==> config.mk <==
export PLATFORM = sky130hd
export DESIGN_NAME = spif_rdseq
export DESIGN_NICKNAME = d
export VERILOG_FILES = /design/src/rtl/spif_pkg.sv /design/src/rtl/spif_rdseq.sv
export SDC_FILE = /design/constraint.sdc
export NUM_CORES = 1
export LEC_CHECK = 0
export CORE_MARGIN = 4
export CORE_UTILIZATION = 35
export DETAILED_ROUTE_END_ITERATION = 12
export GPL_TIMING_DRIVEN = 0
export SLEW_MARGIN = 20
export SYNTH_ARGS = -nofsm -noshare
export SYNTH_HDL_FRONTEND = slang
export SYNTH_SLANG_ARGS = --single-unit
==> constraint.sdc <==
create_clock -name clk -period 5.4 [get_ports clk]
set_input_delay 0.81 -clock clk [delete_from_list [all_inputs] [get_ports clk]]
set_output_delay 0.81 -clock clk [all_outputs]
set_load 0.005 [all_outputs]
==> src/rtl/spif_pkg.sv <==
// Shared constants for the SPI flash read sequencer: sflash bus formats,
// read opcodes and the sequencer state encoding.
package spif_pkg;

   localparam logic [2:0] FMT_IDLE   = 3'b000;
   localparam logic [2:0] FMT_SDR_TX = 3'b010;
   localparam logic [2:0] FMT_SDR_RX = 3'b011;
   localparam logic [2:0] FMT_DDR_TX = 3'b100;
   localparam logic [2:0] FMT_DDR_RX = 3'b101;
   localparam logic [2:0] FMT_QDR_TX = 3'b110;
   localparam logic [2:0] FMT_QDR_RX = 3'b111;

   localparam logic [7:0] OP_FAST_READ = 8'h0B;
   localparam logic [7:0] OP_QIO_READ  = 8'hEB;

   typedef enum logic [2:0] {
      ST_IDLE,
      ST_CMD,
      ST_ADDR,
      ST_MODE,
      ST_DUMMY,
      ST_DATA,
      ST_GAP
   } seq_state_t;

endpackage

==> src/rtl/spif_rdseq.sv <==
// Read sequencer driving the sflash byte engine through command, address,
// dummy and data bytes. Define FLASH_QUAD_EN for the quad I/O 0xEB sequence.
module spif_rdseq
   import spif_pkg::*;
#(
   parameter int         LEN_W    = 16,
   parameter logic [3:0] PRESCALE = 4'd1,
   parameter int         CS_GAP   = 3
) (
   input  logic             clk,
   input  logic             arstn,
   input  logic             req_valid,
   output logic             req_ready,
   input  logic [23:0]      req_addr,
   input  logic [LEN_W-1:0] req_len,
   output logic [7:0]       rd_data,
   output logic             rd_valid,
   input  logic             rd_ready,
   output logic             busy,
   input  logic             fl_ready,
   output logic             fl_wr,
   output logic             fl_who,
   output logic [7:0]       fl_din,
   output logic [2:0]       fl_format,
   output logic [3:0]       fl_prescale,
   input  logic [7:0]       fl_dout
);

`ifdef FLASH_QUAD_EN
   localparam logic [7:0] OPCODE     = OP_QIO_READ;
   localparam logic [2:0] ADDR_FMT   = FMT_QDR_TX;
   localparam logic [2:0] RX_FMT     = FMT_QDR_RX;
   localparam logic [1:0] DUMMY_LAST = 2'd1;
   localparam bit         HAS_MODE   = 1'b1;
`else
   localparam logic [7:0] OPCODE     = OP_FAST_READ;
   localparam logic [2:0] ADDR_FMT   = FMT_SDR_TX;
   localparam logic [2:0] RX_FMT     = FMT_SDR_RX;
   localparam logic [1:0] DUMMY_LAST = 2'd0;
   localparam bit         HAS_MODE   = 1'b0;
`endif

   localparam int GAP_W = (CS_GAP > 1) ? $clog2(CS_GAP) : 1;

   seq_state_t       r_state;
   seq_state_t       w_state_nxt;
   logic [23:0]      r_addr;
   logic [LEN_W-1:0] r_len_cnt;
   logic [1:0]       r_idx;
   logic [GAP_W-1:0] r_gap_cnt;
   logic             r_pend;
   logic             r_seen_low;
   logic             r_fl_wr;
   logic [7:0]       r_fl_din;
   logic [2:0]       r_fl_format;
   logic [7:0]       r_rd_data;
   logic             r_rd_valid;

   logic             w_issue;
   logic             w_done;
   logic             w_active;
   logic [7:0]       w_din;
   logic [2:0]       w_fmt;

   // NOTE: every always_comb output gets a default first, so no path infers a latch.
   always_comb begin
      w_state_nxt = r_state;
      w_din       = 8'hFF;
      w_fmt       = FMT_IDLE;
      w_done      = r_pend && r_seen_low && fl_ready;
      case (r_state)
         ST_IDLE:  if (req_valid) w_state_nxt = ST_CMD;
         ST_CMD: begin
            w_din = OPCODE;
            w_fmt = FMT_SDR_TX;
            if (w_done) w_state_nxt = ST_ADDR;
         end
         ST_ADDR: begin
            case (r_idx)
               2'd0:    w_din = r_addr[23:16];
               2'd1:    w_din = r_addr[15:8];
               default: w_din = r_addr[7:0];
            endcase
            w_fmt = ADDR_FMT;
            if (w_done && r_idx == 2'd2) w_state_nxt = HAS_MODE ? ST_MODE : ST_DUMMY;
         end
         ST_MODE: begin
            // Mode byte 0x00 keeps the device out of continuous-read mode.
            w_din = 8'h00;
            w_fmt = ADDR_FMT;
            if (w_done) w_state_nxt = ST_DUMMY;
         end
         ST_DUMMY: begin
            w_fmt = RX_FMT;
            if (w_done && r_idx == DUMMY_LAST) w_state_nxt = ST_DATA;
         end
         ST_DATA: begin
            w_fmt = RX_FMT;
            if (w_done && r_len_cnt == '0) w_state_nxt = ST_GAP;
         end
         ST_GAP:   if (r_gap_cnt == '0) w_state_nxt = ST_IDLE;
         default:  w_state_nxt = ST_IDLE;
      endcase
      w_active = r_state inside {ST_CMD, ST_ADDR, ST_MODE, ST_DUMMY, ST_DATA};
      // A data byte waits until the previous one has been taken by the consumer.
      w_issue  = w_active && !r_pend && !r_fl_wr && fl_ready &&
                 !(r_state == ST_DATA && r_rd_valid);
   end

   // NOTE: sequential state uses non-blocking assignments so every flop samples pre-edge values.
   always_ff @(posedge clk or negedge arstn) begin
      if (!arstn) r_state <= ST_IDLE;
      else        r_state <= w_state_nxt;
   end

   always_ff @(posedge clk or negedge arstn) begin
      if (!arstn) begin
         r_addr      <= '0;
         r_len_cnt   <= '0;
         r_idx       <= '0;
         r_gap_cnt   <= '0;
         r_pend      <= 1'b0;
         r_seen_low  <= 1'b0;
         r_fl_wr     <= 1'b0;
         r_fl_din    <= '0;
         r_fl_format <= FMT_IDLE;
         r_rd_data   <= '0;
         r_rd_valid  <= 1'b0;
      end else begin
         r_fl_wr <= w_issue;
         if (w_issue) begin
            r_fl_din    <= w_din;
            r_fl_format <= w_fmt;
            r_pend      <= 1'b1;
            r_seen_low  <= 1'b0;
         end else if (r_pend && !fl_ready) begin
            r_seen_low  <= 1'b1;
         end

         if (w_done) begin
            r_pend <= 1'b0;
            r_idx  <= (w_state_nxt != r_state) ? 2'd0 : r_idx + 2'd1;
         end

         if (r_state == ST_IDLE && req_valid) begin
            r_addr    <= req_addr;
            r_len_cnt <= req_len;
         end

         if (w_done && r_state == ST_DATA) begin
            r_rd_data  <= fl_dout;
            r_rd_valid <= 1'b1;
            if (r_len_cnt != '0) r_len_cnt <= r_len_cnt - LEN_W'(1);
         end else if (r_rd_valid && rd_ready) begin
            r_rd_valid <= 1'b0;
         end

         // Last completion lands with the engine ready, so CS# release is safe here.
         if (w_done && r_state == ST_DATA && r_len_cnt == '0) begin
            r_fl_format <= FMT_IDLE;
            r_gap_cnt   <= GAP_W'(CS_GAP - 1);
         end else if (r_state == ST_GAP && r_gap_cnt != '0) begin
            r_gap_cnt   <= r_gap_cnt - GAP_W'(1);
         end
      end
   end

   assign req_ready   = (r_state == ST_IDLE);
   assign busy        = (r_state != ST_IDLE);
   assign fl_wr       = r_fl_wr;
   assign fl_who      = 1'b0;
   assign fl_din      = r_fl_din;
   assign fl_format   = r_fl_format;
   assign fl_prescale = PRESCALE;
   assign rd_data     = r_rd_data;
   assign rd_valid    = r_rd_valid;

endmodule

==> run_1/pinout.png <==
Drawn at 3 px/µm. Pins as bars across the die edge, other pins in grey.
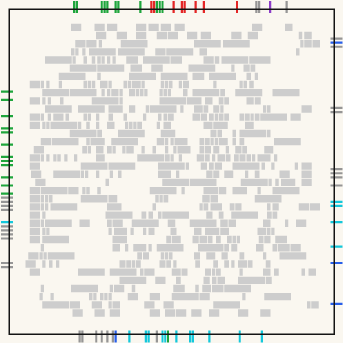
cyan -> `req_len`  # pins 16, direction input, edge 11 bottom, 4 right, 1 left
blue -> `fl_prescale`  # pins 4, direction output, edge 3 right, 1 bottom
purple -> `clk`  # pins 1, direction input, edge top
green -> `req_addr`  # pins 24, direction input, edge 12 left, 11 top, 1 bottom
red -> `fl_din`  # pins 8, direction output, edge top
all pins by edge = 23 top, 23 left, 20 bottom, 15 right

==> run_1/class_map.png <==
Drawn at 2 px/µm.
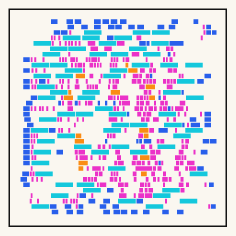
blue -> remaining buffers and delay cells  # cells 101, share of their area 21%
orange -> clock drivers and dummy loads  # cells 16, share of their area 4.0%
cyan -> registers  # cells 69, share of their area 39%
magenta -> remaining logic cells  # cells 308, share of their area 37%

==> run_1/util_map.png <==
Drawn at 3 px/µm. The die is cut into 11 by 11 equal tiles; black is low, pale yellow is high, 0 to 100% covered.
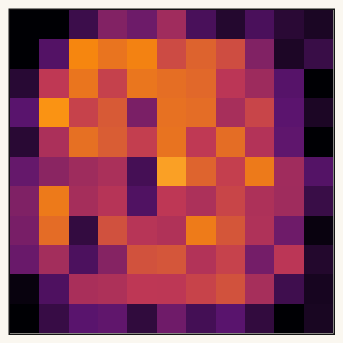
mean over tiles = 38%
fullest tile = 79%
tiles over 75% full = 1.7%
nearly empty tiles = 5.8%

==> metrics.sh, run 1 <==
AREA_GROWTH_SYN_TO_LAYOUT_PCT=32.0
P_CLK_SHARE_PCT=24.8
CLK_LATENCY_NS=0.35
POWER.NET_SWITCHING_mW=0.546
INITIALDRTVIOLATIONCOUNT=130
RR_WORST_DEPTH=7
DRT_WL_TOTAL_UM=9040
HOLD_SLACK_NS=0.382
LAYOUT.CLOCK.CELL_AREA_SHARE_PCT=3.81
CRIT_PATH_MAX_FANOUT=10
TOP_CELLS_BY_COUNT='sky130_fd_sc_hd__nand2_1 (119), sky130_fd_sc_hd__dfrtp_1 (69), sky130_fd_sc_hd__nor2_1 (25), sky130_fd_sc_hd__a21oi_1 (19), sky130_fd_sc_hd__o21ai_0 (14)'
PORT-BUFFER-COUNT=74
FINAL_WORST_PATH_PERIOD_NEED_NS=2.97
COMBINATIONAL_GROUP_SHARE_OF_TOTAL_POWER_PCT=30.7
NWELLTAPS=133
PATH_DELAY_FAMILY='buffers and inverters'
SYNTH_STAT.CELLS=399
FINAL_AREA_MM2=0.00460
MET3WIRELENGTH_UM=506
CRITPATHSLOWESTCELL='sky130_fd_sc_hd__clkdlybuf4s50_1'
SYNTH.MUX.AREA_FRACTION_PCT=1.90
STATUS='finished clean'
CLOCK_SINKS=69
TIMING.CLOCK.SKEW_NS=0.0113
==> run 2: changes to the inputs <==
- clock period: 5.4 -> 2.75 ns (I/O delays scaled with it)
==> run 2 against run 1 <==
Against the previous run: final area is the same; flip-flop count unchanged; synthesized cell count is the same; non-clock buffer count did not move; cell count is the same; routed wire length unchanged; the flow now finishes with violations (negative hold slack); first-iteration DRC count is the same; combinational power rose by 96%; via count unchanged.
==> metrics.sh, run 2 <==
POWER.NET_SWITCHING_mW=1.07
FAILED_CHECKS='negative hold slack'
RR_WORST_DEPTH=7
RATIO_OF_ROUTED_VIAS_TO_STANDARD_CELLS=4.89
NWELLTAPS=133
PATH_DELAY_FAMILY='buffers and inverters'
TIMING.RR.END='r_len_cnt[10]$_DFF_PN0_'
DRT_DRC_VIOLATIONS_LEFT=0
SETUP.REG_TO_REG.WORST_SLACK_NS=0.47
MET1_USAGE_PCT=22.6
HOLD_SLACK_NS=-0.0155
FINAL_COMMON_CELL='sky130_fd_sc_hd__nand2_1'
MET3WIRELENGTH_UM=506
YOSYS.CELL_TYPES.COUNT=53
CHIP_FOOTPRINT_MM2=0.0116
MAXIMUM_NUMBER_OF_BUFFERS_FROM_CLOCK_ROOT_TO_SINK=2
SYNTH_STAT.CELLS=399
P_CLK_SHARE_PCT=24.8
VDD_DROP_MAX_mV=0.287
SYNTH.CELL_AREA_MM2=0.00349
LARGEST_REG_FLOPS=24
FINAL-HOLD-VIOLATION-COUNT=14
DP_HPWL_UM=6580
STATIC_LEAKAGE_nW=2.02
INITIALDRTVIOLATIONCOUNT=130
FINAL_WORST_PATH_PERIOD_NEED_NS=2.57
DRT_WL_TOTAL_UM=9040
STATUS='finished with violations'
YOSYSCHIPAREA_MM2=0.00349
COMBINATIONAL_GROUP_SHARE_OF_TOTAL_POWER_PCT=30.7
GP_CONGESTION=0.810
CLK_LATENCY_NS=0.35
AREA_GROWTH_SYN_TO_LAYOUT_PCT=32.0
TOP_CELLS_BY_COUNT='sky130_fd_sc_hd__nand2_1 (119), sky130_fd_sc_hd__dfrtp_1 (69), sky130_fd_sc_hd__nor2_1 (25), sky130_fd_sc_hd__a21oi_1 (19), sky130_fd_sc_hd__o21ai_0 (14)'
LAYOUT.CLOCK.CELL_AREA_SHARE_PCT=3.81
FINAL_AREA_MM2=0.00460
TIMING.CLOCK.SKEW_NS=0.0113
CRITPATHSLOWESTCELL='sky130_fd_sc_hd__clkdlybuf4s50_1'
CRIT_PATH_MAX_FANOUT=10
==> run_2/util_map.png <==
Drawn at 3 px/µm. The die is cut into 11 by 11 equal tiles; black is low, pale yellow is high, 0 to 100% covered.
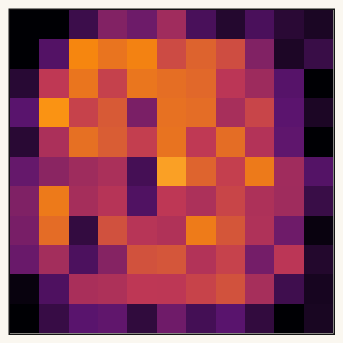
mean over tiles = 38%
fullest tile = 79%
nearly empty tiles = 5.8%
tiles over 75% full = 1.7%

==> run_2/layers.png <==
Drawn at 2 px/µm.
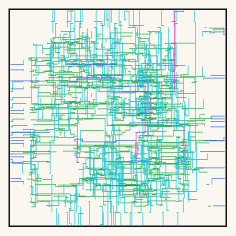
green -> M1  # wire length 4,250 µm
magenta -> M4  # wire length 114 µm
cyan -> M2  # wire length 4,170 µm
blue -> M3  # wire length 507 µm

==> run_2/clock_nets.png <==
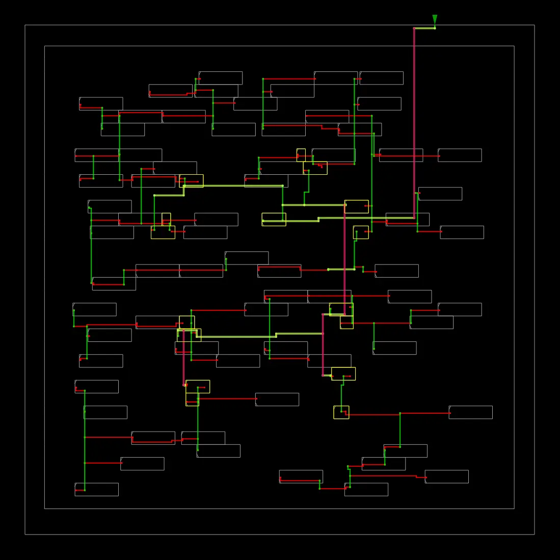
number of sinks handled by clock tree synthesis: 69
clock buffers: 9
num sequential: 69

No activity file was given, so power comes from the tool's default toggle rates.
